==> run_1/gates.png <==
Scale: 4 px per um.
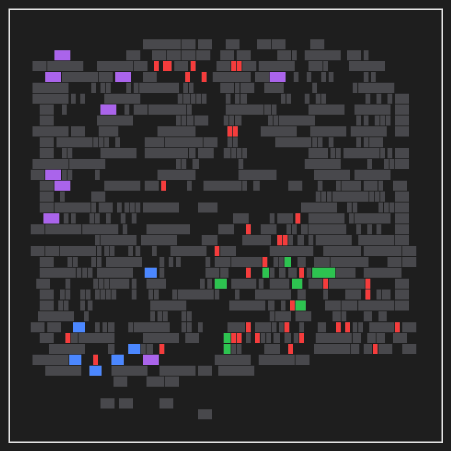
==> run_1/ff_map.png <==
Scale: 4 px per um. Other sequential cells in the stronger grey, the rest of the logic in the fainter grey.
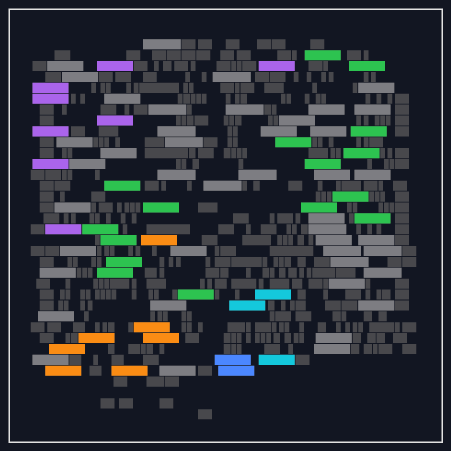
==> run_1/closeup.png <==
Window x 34 to 74, y 56 to 96 um. Cells in grey, sequential cells in the stronger grey; small squares are vias.
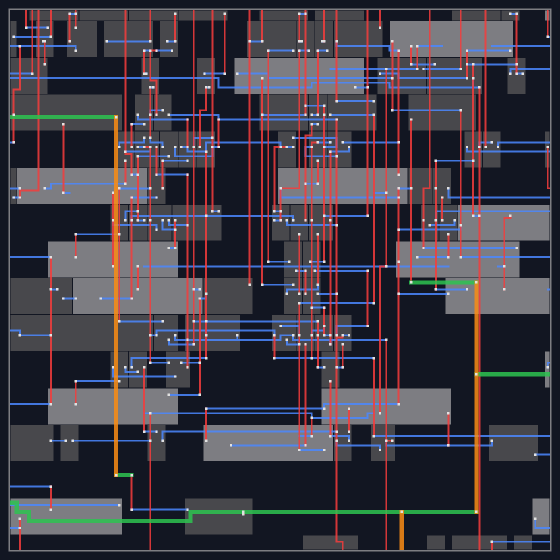
==> src/rtl/z80_bus_ctrl.sv <==
// Z80 bus-cycle sequencer: turns single core requests into T-state sequences
// (M1 fetch with refresh, memory and IO read/write) driving registered pad outputs.
module z80_bus_ctrl #(
  parameter int IO_WAIT_STATES = 1
) (
  input  logic        clk,
  input  logic        reset,
  input  logic        req_valid,
  output logic        req_ready,
  input  logic [2:0]  req_type,
  input  logic [15:0] req_addr,
  input  logic [7:0]  req_wdata,
  output logic        rsp_valid,
  output logic [7:0]  rsp_rdata,
  input  logic        halt_in,
  output logic [6:0]  refresh_r,
  output logic [15:0] addr,
  output logic        n_mreq,
  output logic        n_iorq,
  output logic        n_rd,
  output logic        n_wr,
  output logic        n_m1,
  output logic        n_halt,
  output logic [7:0]  data_out,
  output logic        data_out_en,
  input  logic [7:0]  data_in
);

  typedef enum logic [2:0] {S_IDLE, S_T1, S_T2, S_TW, S_T3, S_T4} state_t;

  localparam logic [2:0] TY_FETCH  = 3'd0;
  localparam logic [2:0] TY_MEM_RD = 3'd1;
  localparam logic [2:0] TY_MEM_WR = 3'd2;
  localparam logic [2:0] TY_IO_RD  = 3'd3;
  localparam logic [2:0] TY_IO_WR  = 3'd4;
  localparam logic [1:0] WAIT_LOAD = (IO_WAIT_STATES > 0) ? 2'(IO_WAIT_STATES - 1) : 2'd0;

  state_t      state_reg, state_next;
  logic [2:0]  type_reg;
  logic [15:0] addr_lat_reg;
  logic [7:0]  wdata_reg;
  logic [1:0]  wait_reg, wait_next;

  logic        accept;
  logic [2:0]  cur_type;
  logic [15:0] cur_addr;
  logic [7:0]  cur_wdata;
  logic        is_fetch, is_write, is_io, is_read, is_reserved;

  logic        rsp_valid_next;
  logic [7:0]  rsp_rdata_next;
  logic [6:0]  refresh_next;
  logic [15:0] addr_next;
  logic [7:0]  data_out_next;
  logic        data_out_en_next;
  logic        n_mreq_next, n_iorq_next, n_rd_next, n_wr_next, n_m1_next;

  assign req_ready = (state_reg == S_IDLE);
  assign accept    = req_valid && req_ready;

  // The cycle being started uses the live request; later cycles use the latched copy.
  assign cur_type    = accept ? req_type  : type_reg;
  assign cur_addr    = accept ? req_addr  : addr_lat_reg;
  assign cur_wdata   = accept ? req_wdata : wdata_reg;
  assign is_fetch    = (cur_type == TY_FETCH);
  assign is_write    = (cur_type == TY_MEM_WR) || (cur_type == TY_IO_WR);
  assign is_io       = (cur_type == TY_IO_RD)  || (cur_type == TY_IO_WR);
  assign is_read     = (cur_type == TY_FETCH) || (cur_type == TY_MEM_RD) || (cur_type == TY_IO_RD);
  assign is_reserved = (cur_type > TY_IO_WR);

  always_comb begin
    state_next     = state_reg;
    wait_next      = wait_reg;
    rsp_valid_next = 1'b0;
    rsp_rdata_next = rsp_rdata;
    refresh_next   = refresh_r;
    case (state_reg)
      S_IDLE: begin
        if (accept) begin
          if (is_reserved) begin
            rsp_valid_next = 1'b1;
            rsp_rdata_next = 8'hFF;
          end else begin
            state_next = S_T1;
          end
        end
      end
      S_T1: state_next = S_T2;
      S_T2: begin
        if (is_io && (IO_WAIT_STATES > 0)) begin
          state_next = S_TW;
          wait_next  = WAIT_LOAD;
        end else begin
          state_next = S_T3;
        end
      end
      S_TW: begin
        if (wait_reg == 2'd0) state_next = S_T3;
        else                  wait_next  = wait_reg - 2'd1;
      end
      S_T3: begin
        if (is_fetch) begin
          state_next = S_T4;
        end else begin
          state_next     = S_IDLE;
          rsp_valid_next = 1'b1;
        end
      end
      S_T4: begin
        state_next     = S_IDLE;
        rsp_valid_next = 1'b1;
        refresh_next   = refresh_r + 7'd1;
      end
      default: state_next = S_IDLE;
    endcase

    // Read data is sampled on the edge that leaves the last T2/TW state.
    if ((state_next == S_T3) && ((state_reg == S_T2) || (state_reg == S_TW)) && is_read)
      rsp_rdata_next = data_in;

    // Pad outputs are decoded from the state being entered, so they line up with it.
    addr_next        = addr;
    data_out_next    = data_out;
    data_out_en_next = 1'b0;
    n_mreq_next      = 1'b1;
    n_iorq_next      = 1'b1;
    n_rd_next        = 1'b1;
    n_wr_next        = 1'b1;
    n_m1_next        = 1'b1;
    case (state_next)
      S_T1, S_T2, S_TW: begin
        if (state_next == S_T1) begin
          addr_next = cur_addr;
          if (is_write) data_out_next = cur_wdata;
        end
        data_out_en_next = is_write;
        case (cur_type)
          TY_FETCH: begin
            n_m1_next   = 1'b0;
            n_mreq_next = 1'b0;
            n_rd_next   = 1'b0;
          end
          TY_MEM_RD: begin
            n_mreq_next = 1'b0;
            n_rd_next   = 1'b0;
          end
          TY_MEM_WR: begin
            n_mreq_next = 1'b0;
            n_wr_next   = (state_next == S_T1);
          end
          TY_IO_RD: begin
            n_iorq_next = (state_next == S_T1);
            n_rd_next   = (state_next == S_T1);
          end
          TY_IO_WR: begin
            n_iorq_next = (state_next == S_T1);
            n_wr_next   = (state_next == S_T1);
          end
          default: ;
        endcase
      end
      S_T3: begin
        data_out_en_next = is_write;
        if (is_fetch) begin
          n_mreq_next = 1'b0;
          addr_next   = {9'b0, refresh_r};
        end
      end
      default: ;
    endcase
  end

  always_ff @(posedge clk or posedge reset) begin
    if (reset) begin
      state_reg    <= S_IDLE;
      type_reg     <= '0;
      addr_lat_reg <= '0;
      wdata_reg    <= '0;
      wait_reg     <= '0;
      addr         <= '0;
      data_out     <= '0;
      data_out_en  <= 1'b0;
      n_mreq       <= 1'b1;
      n_iorq       <= 1'b1;
      n_rd         <= 1'b1;
      n_wr         <= 1'b1;
      n_m1         <= 1'b1;
      n_halt       <= 1'b1;
      rsp_valid    <= 1'b0;
      rsp_rdata    <= 8'hFF;
      refresh_r    <= '0;
    end else begin
      state_reg <= state_next;
      wait_reg  <= wait_next;
      if (accept) begin
        type_reg     <= req_type;
        addr_lat_reg <= req_addr;
        wdata_reg    <= req_wdata;
      end
      addr        <= addr_next;
      data_out    <= data_out_next;
      data_out_en <= data_out_en_next;
      n_mreq      <= n_mreq_next;
      n_iorq      <= n_iorq_next;
      n_rd        <= n_rd_next;
      n_wr        <= n_wr_next;
      n_m1        <= n_m1_next;
      n_halt      <= ~halt_in;
      rsp_valid   <= rsp_valid_next;
      rsp_rdata   <= rsp_rdata_next;
      refresh_r   <= refresh_next;
    end
  end

endmodule
==> config.mk <==
export PLATFORM = sky130hd
export DESIGN_NAME = z80_bus_ctrl
export DESIGN_NICKNAME = d
export VERILOG_FILES = /design/src/rtl/z80_bus_ctrl.sv
export SDC_FILE = /design/constraint.sdc
export NUM_CORES = 1
export LEC_CHECK = 0
export ABC_AREA = 1
export CAP_MARGIN = 20
export CELL_PAD_IN_SITES_DETAIL_PLACEMENT = 0
export CELL_PAD_IN_SITES_GLOBAL_PLACEMENT = 1
export CORE_MARGIN = 5
export CORE_UTILIZATION = 37
export DETAILED_ROUTE_END_ITERATION = 8
export GPL_TIMING_DRIVEN = 0
export PLACE_DENSITY = 0.9
export SLEW_MARGIN = 15
export SYNTH_ARGS = -nofsm -noshare
export SYNTH_HDL_FRONTEND = slang
export SYNTH_SLANG_ARGS = --single-unit
==> constraint.sdc <==
create_clock -name clk -period 2.5 [get_ports clk]
set_input_delay 0.25 -clock clk [delete_from_list [all_inputs] [get_ports clk]]
set_output_delay 0.25 -clock clk [all_outputs]
set_load 0.02 [all_outputs]
==> Slide: Implementation Results, run 1 <==
Flow Results at a Glance

Run status
  • Outcome: completed

CTS
  • Cts repair resizes: 0
  • Clock buffer depth: 2
  • Postcts setup bufs: 0
  • Clk pin slew, worst setup/hold paths: ~0.080 ns
  • Insertion delay at the late pin of the worst-skew pair: about 0.35 ns
  • Cts bufs inserted: 9
  • Hold Buf Count CTS: 0
  • Total clock sinks: 79
  • H-tree lvl count: 3
  • CTS tree: built
  • CTS root buf: clkbuf_8

Floorplanning
  • I/O Pins: 87
  • Row count: 35
  • Number of tapcells: 129
  • Init Core Util: 0.3817
  • Die H: roughly 110 um
  • Die W: around 110 um
  • Core area: ~9300 um^2

Yosys
  • Async S/R FF share, synth: 1.000
  • Biggest area cells: dfrtp_1 46%, nand2_1 19%, dfstp_2 10%
  • MUX share of area: 0.02860
  • Synth Instances: 389
  • Unique cell types: 30
  • Aoi share: 0.01695
  • Synth Net Count: roughly 430
  • Adder Area Share: 0.007062
  • Synth logic family: simple AND/OR/NAND/NOR gates
  • Share of the synthesized area in the top cell type: 0.4590
  • #FFs+latches synth: 79
  • Synth Warn #: 0
  • Chip Area, Yosys: about 3500 um^2
  • # Cells Yosys: about 390
  • Post-Syn Area: approximately 3500 um^2
  • Post-synth EDFFs: 0
  • Top FF cell, synth: dfrtp_1
  • Synth Seq Share: 0.5629
  • Simple Share, Synth: 0.3178
  • Syn_area_per_cell: 9.109 um^2

Global route
  • Vias in the first global route: 2873
  • Largest net degree at the start of global routing: 52
  • GRT Max-Usage Layer: met2
  • Met2 Resource Use GR: 0.2513
  • First-pass GRT wire length: around 14 mm
  • Met3 usage: 0.04139
  • Total GRT Usage: 0.1489
  • Initial antenna violation count: 0

Detailed routing
  • DRT iter0 DRCs: approximately 100
  • Pre-antenna DRT Iters: 5
  • WL met3: approximately 450 um
  • Avg WL per Cell: 13.48 um
  • Top layer in use: met4
  • Antenna viol nets, final: 0
  • Total routed wirelength: ~8.3 mm
  • Via count: ~2800
  • DRC: 0
  • Vias per cell: 4.464

Layout
  • Non-clock buffer share: 0.1939
  • Post-layout instance area: between 4000 and 5000 um^2
  • CLK BUF: 10
  • Comb/total area: 0.2835
  • Fill cell count: approximately 900
  • Layout area overhead: 36.41%
  • Non-clk bufs: between 90 and 100
  • Diodes inserted: 0
  • Most frequent cells in the layout: 179 x nand2_1, 86 x clkdlybuf4s50_1, 65 x dfrtp_1
  • Seq_cells: a little under 80
  • Seq/total area: 0.4126
  • Largest cell class: flip-flops and latches
  • Sequential cell area: ~2000 um^2
  • Comb area: 1370 um^2
  • Final core occ: 0.5206
  • Final non-filler cell total: approximately 620
  • MI comb cells: between 200 and 300
  • Ratio of cells with drive above 1 in the final layout: 0.1510
  • Most frequent logic cell in the layout: nand2_1

Worst setup path
  • CP required: 2.79 ns
  • CP endpoint: addr[4]$_DFFE_PP0P_
  • Worst path depth: 13
  • CP Launch Type: flip-flop
  • Worst setup EP type: flip-flop
  • Crit-path cells: nor2_4, nand3_4, buf_6, inv_1, nand2_4, nand2_1, inv_2, nand3_4, nor2_4, buf_6, a21oi_2, nand2_1, nand2_1
  • Flop2flop setup slack: 0.19 ns
  • Crit-path max cell delay: 0.46 ns
  • CP Launch Point: state_reg[0]$_DFF_PP0_
  • Crit-path most repeated cell: nand2_1
  • Crit path DAT: 2.60 ns
  • Reg2Reg Depth: 13
  • Critical-path top delay cell: dfrtp_1
  • Sum of buffers and inverters on the critical path: 4
  • Reg-to-Reg Start: state_reg[0]$_DFF_PP0_
  • CP Max Fanout: 10
  • Top delay family on crit path: simple AND/OR/NAND/NOR gates

Timing
  • RSZ-0062 raised after global routing: no
  • Setup violators final: 0
  • Final Hold Viols: 0
  • Worst slew pin tran: between 0.5 and 0.6 ns
  • Layout Skew: between 0.006 and 0.007 ns
  • Minimum hold slack: 0.2441 ns
  • Final Worst Setup Slack: between 0.15 and 0.2 ns
  • Final setup TNS: 0 ns
  • Max Slew Vio Count: 0
  • Rel. slew slack: 0.6618
  • Min cycle time layout: roughly 2.3 ns

Power and ir drop
  • Switching Fraction: 0.4096
  • Logic pwr share: 0.498
  • Comb group: ~0.0032 W
  • Internal: 0.003842 W
  • Static leakage: about 2.4 nW
  • VDD IR-drop max: between 0.0005 and 0.0006 V
  • Share of total power in the clock network: 0.171
  • Psw: roughly 0.0027 W
  • Reg power frac: 0.330
  • Top pwr grp: combinational logic
  • Clk. pwr: 0.00111 W
  • P_seq: 0.00215 W

Hold path
  • Worst Hold Class: input pin to asynchronous set/reset pin

Place
  • RD Place Congestion: a little under 0.8
  • Placed insts: between 600 and 700
  • # port buffers: ~86
  • Final HPWL DP: ~6.1 mm
  • Placed Area: 4596 um^2
-- gates.png (at the start) --
inv cells -> red  # cells 36, most used inv_1
xor and xnor cells -> blue  # cells 6, most used xor2_1, where south-west
mux cells -> purple  # cells 9, most used mux2_2
aoi and oai cells -> green  # cells 8

-- ff_map.png (at the start) --
`wait_reg` -> blue  # sequential cells 2
`data_out` -> purple  # sequential cells 8, where north-west
`state_reg` -> cyan  # sequential cells 3
`refresh_r` -> orange  # sequential cells 7, where south-west
`addr_lat_reg` -> green  # sequential cells 16

-- closeup.png (at the start) --
M4 -> orange
M3 -> green
M1 -> blue
M2 -> red
most frequent = nand2_1 (30), clkdlybuf4s50_1 (11), inv_1 (9)
sequential cells in the window = 13
netlist names of flops here include = `rsp_rdata` (8), `addr_lat_reg` (2)
cells with their middle in the window = 80

==> run_1/congestion_map.png <==
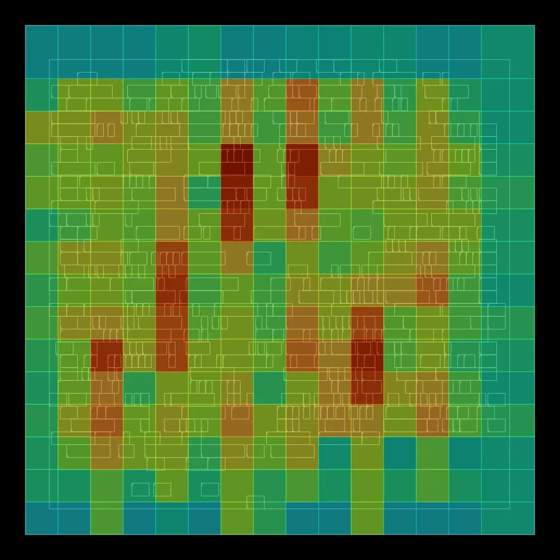

==> run 2, diff against run 1 <==
Settings changed: CORE_UTILIZATION 37 to 38, CTS_BUF_LIST from default to sky130_fd_sc_hd__clkbuf_4 sky130_fd_sc_hd__clkbuf_8, PLACE_DENSITY 0.9 to 0.92.
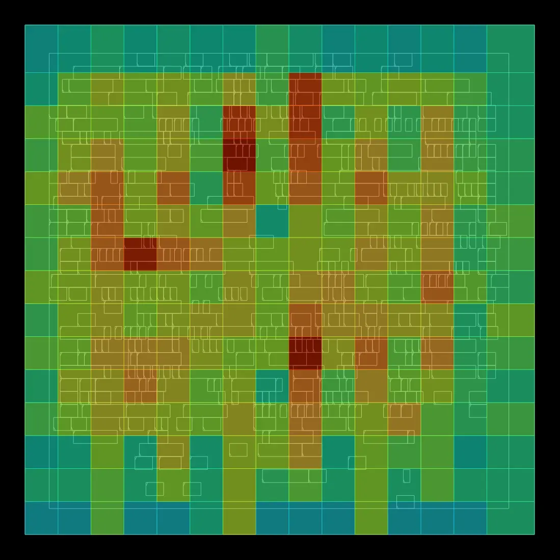
(run_2/congestion_map.png)
Total GRT Usage: 0.1499
GRT Max-Usage Layer: met2

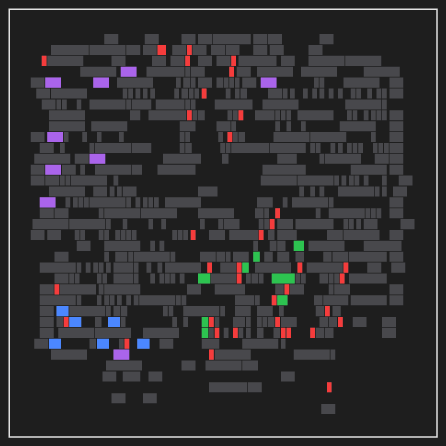
(run_2/gates.png)
Scale: 4 px per um.
most frequent logic cell in the layout: nand2_1
final non-filler cell total: 603

==> run 2 against run 1 <==
  * Count of clock-buffer cells in the layout unchanged
  * Largest power group unchanged
  * Clock skew rose by 0.0068 ns
  * Critical path type unchanged
  * Critical path depth fell by 3
  * Critical endpoint is now data_out[2]$_DFFE_PP0P_
==> Slide: Implementation Results, run 2 <==
Flow Results at a Glance

Yosys
  • Unique cell types: 30 (unchanged)
  • Synth Instances: 389 (unchanged)
  • Chip Area, Yosys: 3543 um^2 (unchanged)
  • Syn_area_per_cell: 9.109 um^2 (unchanged)
  • Simple Share, Synth: 0.3178 (unchanged)
  • Top FF cell, synth: dfrtp_1
  • Synth Seq Share: 0.5629 (unchanged)
  • Synth Warn #: 0 (unchanged)
  • Async S/R FF share, synth: 1.000 (unchanged)
  • Synth logic family: simple AND/OR/NAND/NOR gates
  • #FFs+latches synth: 79 (unchanged)
  • MUX share of area: 0.02860 (unchanged)
  • Post-Syn Area: 3543 um^2 (unchanged)
  • Post-synth EDFFs: 0 (unchanged)
  • Aoi share: 0.01695 (unchanged)

CTS
  • H-tree lvl count: 3 (unchanged)
  • Clock buffer depth: 2 (unchanged)
  • Total clock sinks: 79 (unchanged)
  • Hold Buf Count CTS: 0 (unchanged)
  • Cts bufs inserted: 9 (unchanged)
  • Clk pin slew, worst setup/hold paths: 0.08 ns (about the same)
  • Postcts setup bufs: 0 (unchanged)
  • CTS tree: built

Power and ir drop
  • VDD IR-drop max: 0.0006661 V (+13%)
  • Logic pwr share: 0.507 (+0.009)
  • Clk. pwr: 0.000938 W (-20%)
  • Reg power frac: 0.344 (+0.014)
  • P_seq: 0.00216 W (about the same)
  • Comb group: 0.00320 W (-1%)
  • Switching Fraction: 0.4223 (+0.01268)
  • Top pwr grp: combinational logic

Layout
  • Most frequent cells in the layout: 179 x nand2_1, 86 x clkdlybuf4s50_1, 65 x dfrtp_1
  • Largest cell class: flip-flops and latches
  • Fill cell count: 865 (-4.0%)
  • Post-layout instance area: 4766 um^2 (-1.4%)
  • Final core occ: 0.5207 (about the same)
  • Diodes inserted: 0 (unchanged)
  • Non-clk bufs: 94 (unchanged)
  • Comb/total area: 0.2864 (+0.002970)
  • Layout area overhead: 34.50%

Global route
  • First-pass GRT wire length: 13.61 mm (-0.95%)
  • Met3 usage: 0.03947 (-0.001926)
  • Initial antenna violation count: 0 (unchanged)
  • Vias in the first global route: 2832 (-1.4%)
  • Met2 Resource Use GR: 0.2410 (-0.01032)

Place
  • # port buffers: 86 (unchanged)
  • Placed Area: 4566 um^2 (-0.65%)

Detailed routing
  • DRT iter0 DRCs: 82 (-20%)
  • Total routed wirelength: 8.097 mm (-3.0%)
  • Top layer in use: met4
  • Pre-antenna DRT Iters: 4 (-1)
  • Avg WL per Cell: 13.43 um (-0.42%)
  • Antenna viol nets, final: 0 (unchanged)
  • WL met3: 380 um (-15%)

Run status
  • Outcome: completed

Floorplanning
  • Row count: 35 (unchanged)
  • Init Core Util: 0.3871 (+0.005479)
  • Number of tapcells: 111 (-14%)
  • Die W: 106.6 um (-1.2%)
  • I/O Pins: 87 (unchanged)
  • Core area: 9153 um^2 (-1.4%)

Timing
  • Final Hold Viols: 0 (unchanged)
  • Layout Skew: 0.01370 ns (+0.006754 ns)
  • Final Worst Setup Slack: 0.2096 ns (+0.02039 ns)
  • Min cycle time layout: 2.290 ns (-0.02039 ns)
  • Setup violators final: 0 (unchanged)

Worst setup path
  • CP Launch Type: flip-flop
  • CP Launch Point: state_reg[1]$_DFF_PP0_
  • Crit-path most repeated cell: nand2_1
  • Worst setup EP type: flip-flop
  • Reg2Reg Depth: 10 (-3)
  • Reg-to-Reg Start: state_reg[1]$_DFF_PP0_
  • Flop2flop setup slack: 0.21 ns (+0.02 ns)
  • CP Max Fanout: 8 (-2)
  • Sum of buffers and inverters on the critical path: 2 (-2)
  • Crit-path max cell delay: 0.44 ns (-0.02 ns)
  • Worst path depth: 10 (-3)

Hold path
  • Worst Hold Class: input pin to asynchronous set/reset pin
==> run_2/closeup.png <==
Window x 33 to 73, y 55 to 95 um. Cells in grey, sequential cells in the stronger grey; small squares are vias.
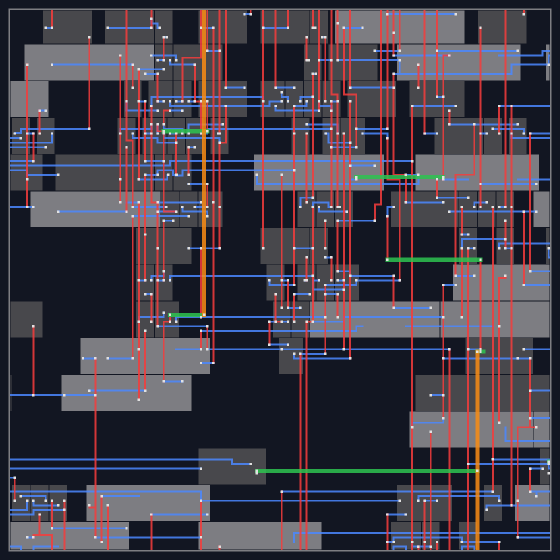

==> run 3, diff against run 2 <==
Settings changed: ABC_CLOCK_PERIOD_IN_PS from default to 2500, CORE_MARGIN 5 to 3.
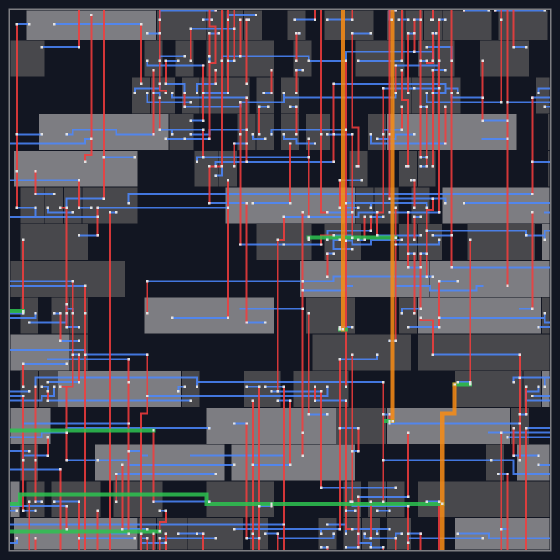
(run_3/closeup.png)
Window x 31 to 71, y 52 to 92 um. Cells in grey, sequential cells in the stronger grey; small squares are vias.
M4 -> orange
M2 -> red
M1 -> blue
M3 -> green
sequential cells in the window = 17
most frequent = nand2_1 (41), clkdlybuf4s50_1 (13)
cells with their middle in the window = 109
netlist names of flops here include = `rsp_rdata` (7), `addr_lat_reg` (3), `addr` (2)

==> run 3 against run 2 <==
  * Fmax increased by 0.53%
  * Setup slack improved by 0.012 ns
  * Combinational power increased by 2%
  * Area after synthesis stayed put
  * Core utilization grew 2.5 points
  * Critical path depth is 7 higher
  * Critical path type unchanged
==> Slide: Implementation Results, run 3 <==
Flow Results at a Glance

Floorplanning
  • Die W: 102.6 um (-3.8%)
  • Core area: 8891 um^2 (-2.9%)
  • Number of tapcells: 108 (-2.7%)
  • I/O Pins: 87 (unchanged)
  • Row count: 34 (-2.9%)
  • Init Core Util: 0.3985 (+0.01139)

Yosys
  • Syn_area_per_cell: 9.109 um^2 (unchanged)
  • Async S/R FF share, synth: 1.000 (unchanged)
  • Synth Instances: 389 (unchanged)
  • #FFs+latches synth: 79 (unchanged)
  • Synth Seq Share: 0.5629 (unchanged)
  • Share of the synthesized area in the top cell type: 0.4590
  • Top FF cell, synth: dfrtp_1
  • Unique cell types: 30 (unchanged)
  • Simple Share, Synth: 0.3178 (unchanged)
  • Aoi share: 0.01695 (unchanged)
  • Chip Area, Yosys: 3543 um^2 (unchanged)
  • Post-Syn Area: 3543 um^2 (unchanged)
  • Synth Warn #: 0 (unchanged)
  • Leading area contributor after synthesis: dfrtp_1
  • Post-synth EDFFs: 0 (unchanged)
  • Synth logic family: simple AND/OR/NAND/NOR gates
  • MUX share of area: 0.02860 (unchanged)

Place
  • Pre-CTS setup slack: -0.09544 ns
  • # port buffers: 86 (unchanged)
  • Placed insts: between 500 and 600
  • Placed Area: 4569 um^2 (about the same)

Power and ir drop
  • Switching Fraction: 0.4052 (-0.01709)
  • Clk. pwr: 0.00124 W (+32%)
  • Total power: approximately 0.0066 W
  • Reg power frac: 0.325 (-0.019)
  • Comb group: 0.00325 W (+2%)
  • Psw: about 0.0027 W
  • Logic pwr share: 0.489 (-0.018)
  • Top pwr grp: combinational logic
  • VDD IR-drop max: 0.0007978 V (+20%)
  • P_seq: 0.00216 W (about the same)
  • Internal: 0.003951 W

Detailed routing
  • Pre-antenna DRT Iters: 4 (unchanged)
  • Total routed wirelength: 8.219 mm (+1.5%)
  • Met1 wire length: between 3 and 4 mm
  • DRT iter0 DRCs: 81 (-1.2%)
  • Antenna viol nets, final: 0 (unchanged)
  • Avg WL per Cell: 13.70 um (+2.0%)
  • WL met3: 463 um (+22%)
  • Top layer in use: met4

Worst setup path
  • Worst setup EP type: flip-flop
  • Sum of buffers and inverters on the critical path: 2 (unchanged)
  • CP Launch Type: flip-flop
  • CP required: between 2 and 3 ns
  • FF-to-FF End: rsp_rdata[4]$_DFFE_PP1P_
  • Flop2flop setup slack: 0.22 ns (about the same)
  • Crit-path max cell delay: 0.44 ns (about the same)
  • CP Launch Point: state_reg[1]$_DFF_PP0_
  • Reg-to-Reg Start: state_reg[1]$_DFF_PP0_
  • Reg2Reg Depth: 17 (+7)
  • CP Max Fanout: 10 (+2)
  • Worst path depth: 17 (+7)
  • Crit-path most repeated cell: nand2_4

Layout
  • Seq_cells: 79
  • Non-clock buffer share: 0.1932
  • Final non-filler cell total: 600 (-0.50%)
  • Number of non-clock inverters: 36
  • Sequential cell area: roughly 2000 um^2
  • Largest cell class: flip-flops and latches
  • Comb/total area: 0.2848 (-0.001672)
  • Post-layout instance area: 4851 um^2 (+1.8%)
  • Most frequent logic cell in the layout: nand2_1
  • Fill cell count: 805 (-6.9%)
  • Most frequent cells in the layout: 179 x nand2_1, 86 x clkdlybuf4s50_1, 65 x dfrtp_1
  • Final core occ: 0.5456 (+0.02488)
  • Layout area overhead: 36.90%
  • Non-clk bufs: 94 (unchanged)
  • Diodes inserted: 0 (unchanged)
  • MI comb cells: 267

Timing
  • Max Slew Vio Count: 0
  • Final setup TNS: 0 ns
  • Final Worst Setup Slack: 0.2216 ns (+0.01197 ns)
  • Setup violators final: 0 (unchanged)
  • Min cycle time layout: 2.278 ns (-0.01197 ns)
  • Final Hold Viols: 0 (unchanged)
  • Layout Skew: 0.01148 ns (-0.002223 ns)

Global route
  • Met2 Resource Use GR: 0.2567 (+0.01570)
  • First-pass GRT wire length: 13.77 mm (+1.2%)
  • Vias in the first global route: 2899 (+2.4%)
  • Total GRT Usage: 0.1690 (+0.01915)
  • Met3 usage: 0.04398 (+0.004513)
  • Initial antenna violation count: 0 (unchanged)
  • Overflow after GRT: 0
  • Largest net degree at the start of global routing: around 50
  • GRT Max-Usage Layer: met2

CTS
  • H-tree lvl count: 3 (unchanged)
  • CTS tree: built
  • Cts bufs inserted: 9 (unchanged)
  • Postcts setup bufs: 0 (unchanged)
  • Clock buffer depth: 2 (unchanged)
  • Total clock sinks: 79 (unchanged)
  • Hold Buf Count CTS: 0 (unchanged)
  • Clk pin slew, worst setup/hold paths: 0.08 ns (about the same)

Hold path
  • Worst Hold Class: input pin to asynchronous set/reset pin

Run status
  • Outcome: completed
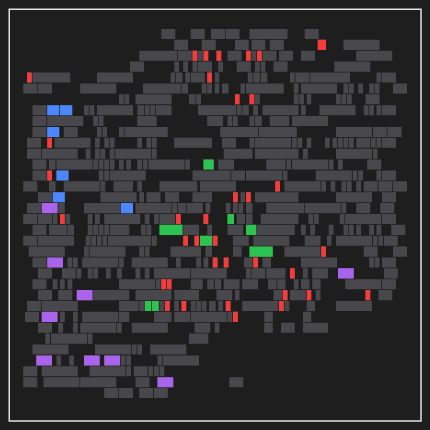
(run_3/gates.png)
Scale: 4 px per um.
mux cells -> purple  # cells 9, most used mux2_2, where south-west
xor and xnor cells -> blue  # cells 6, most used xor2_1
aoi and oai cells -> green  # cells 8, where centre
inv cells -> red  # cells 36, most used inv_1


==> notes/layouts.md <==
Pictures saved along the way, in no particular order.

M2 wires.
shot_01.png
Scale: 2 px per um.
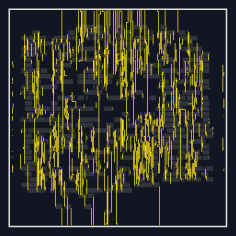
shot_02.png
Scale: 3 px per um.
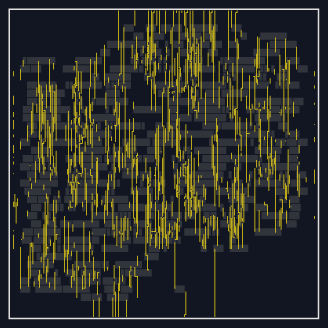
run 1 -> shot_01.png
run 3 -> shot_02.png

Key to shot_02.png:
main direction = vertical
share of all routed wire = 45%
nets with wire on the layer = 420
wire length on this layer = 3700 um
longest straight run = 29.2 um

No activity file was given, so power comes from the tool's default toggle rates.
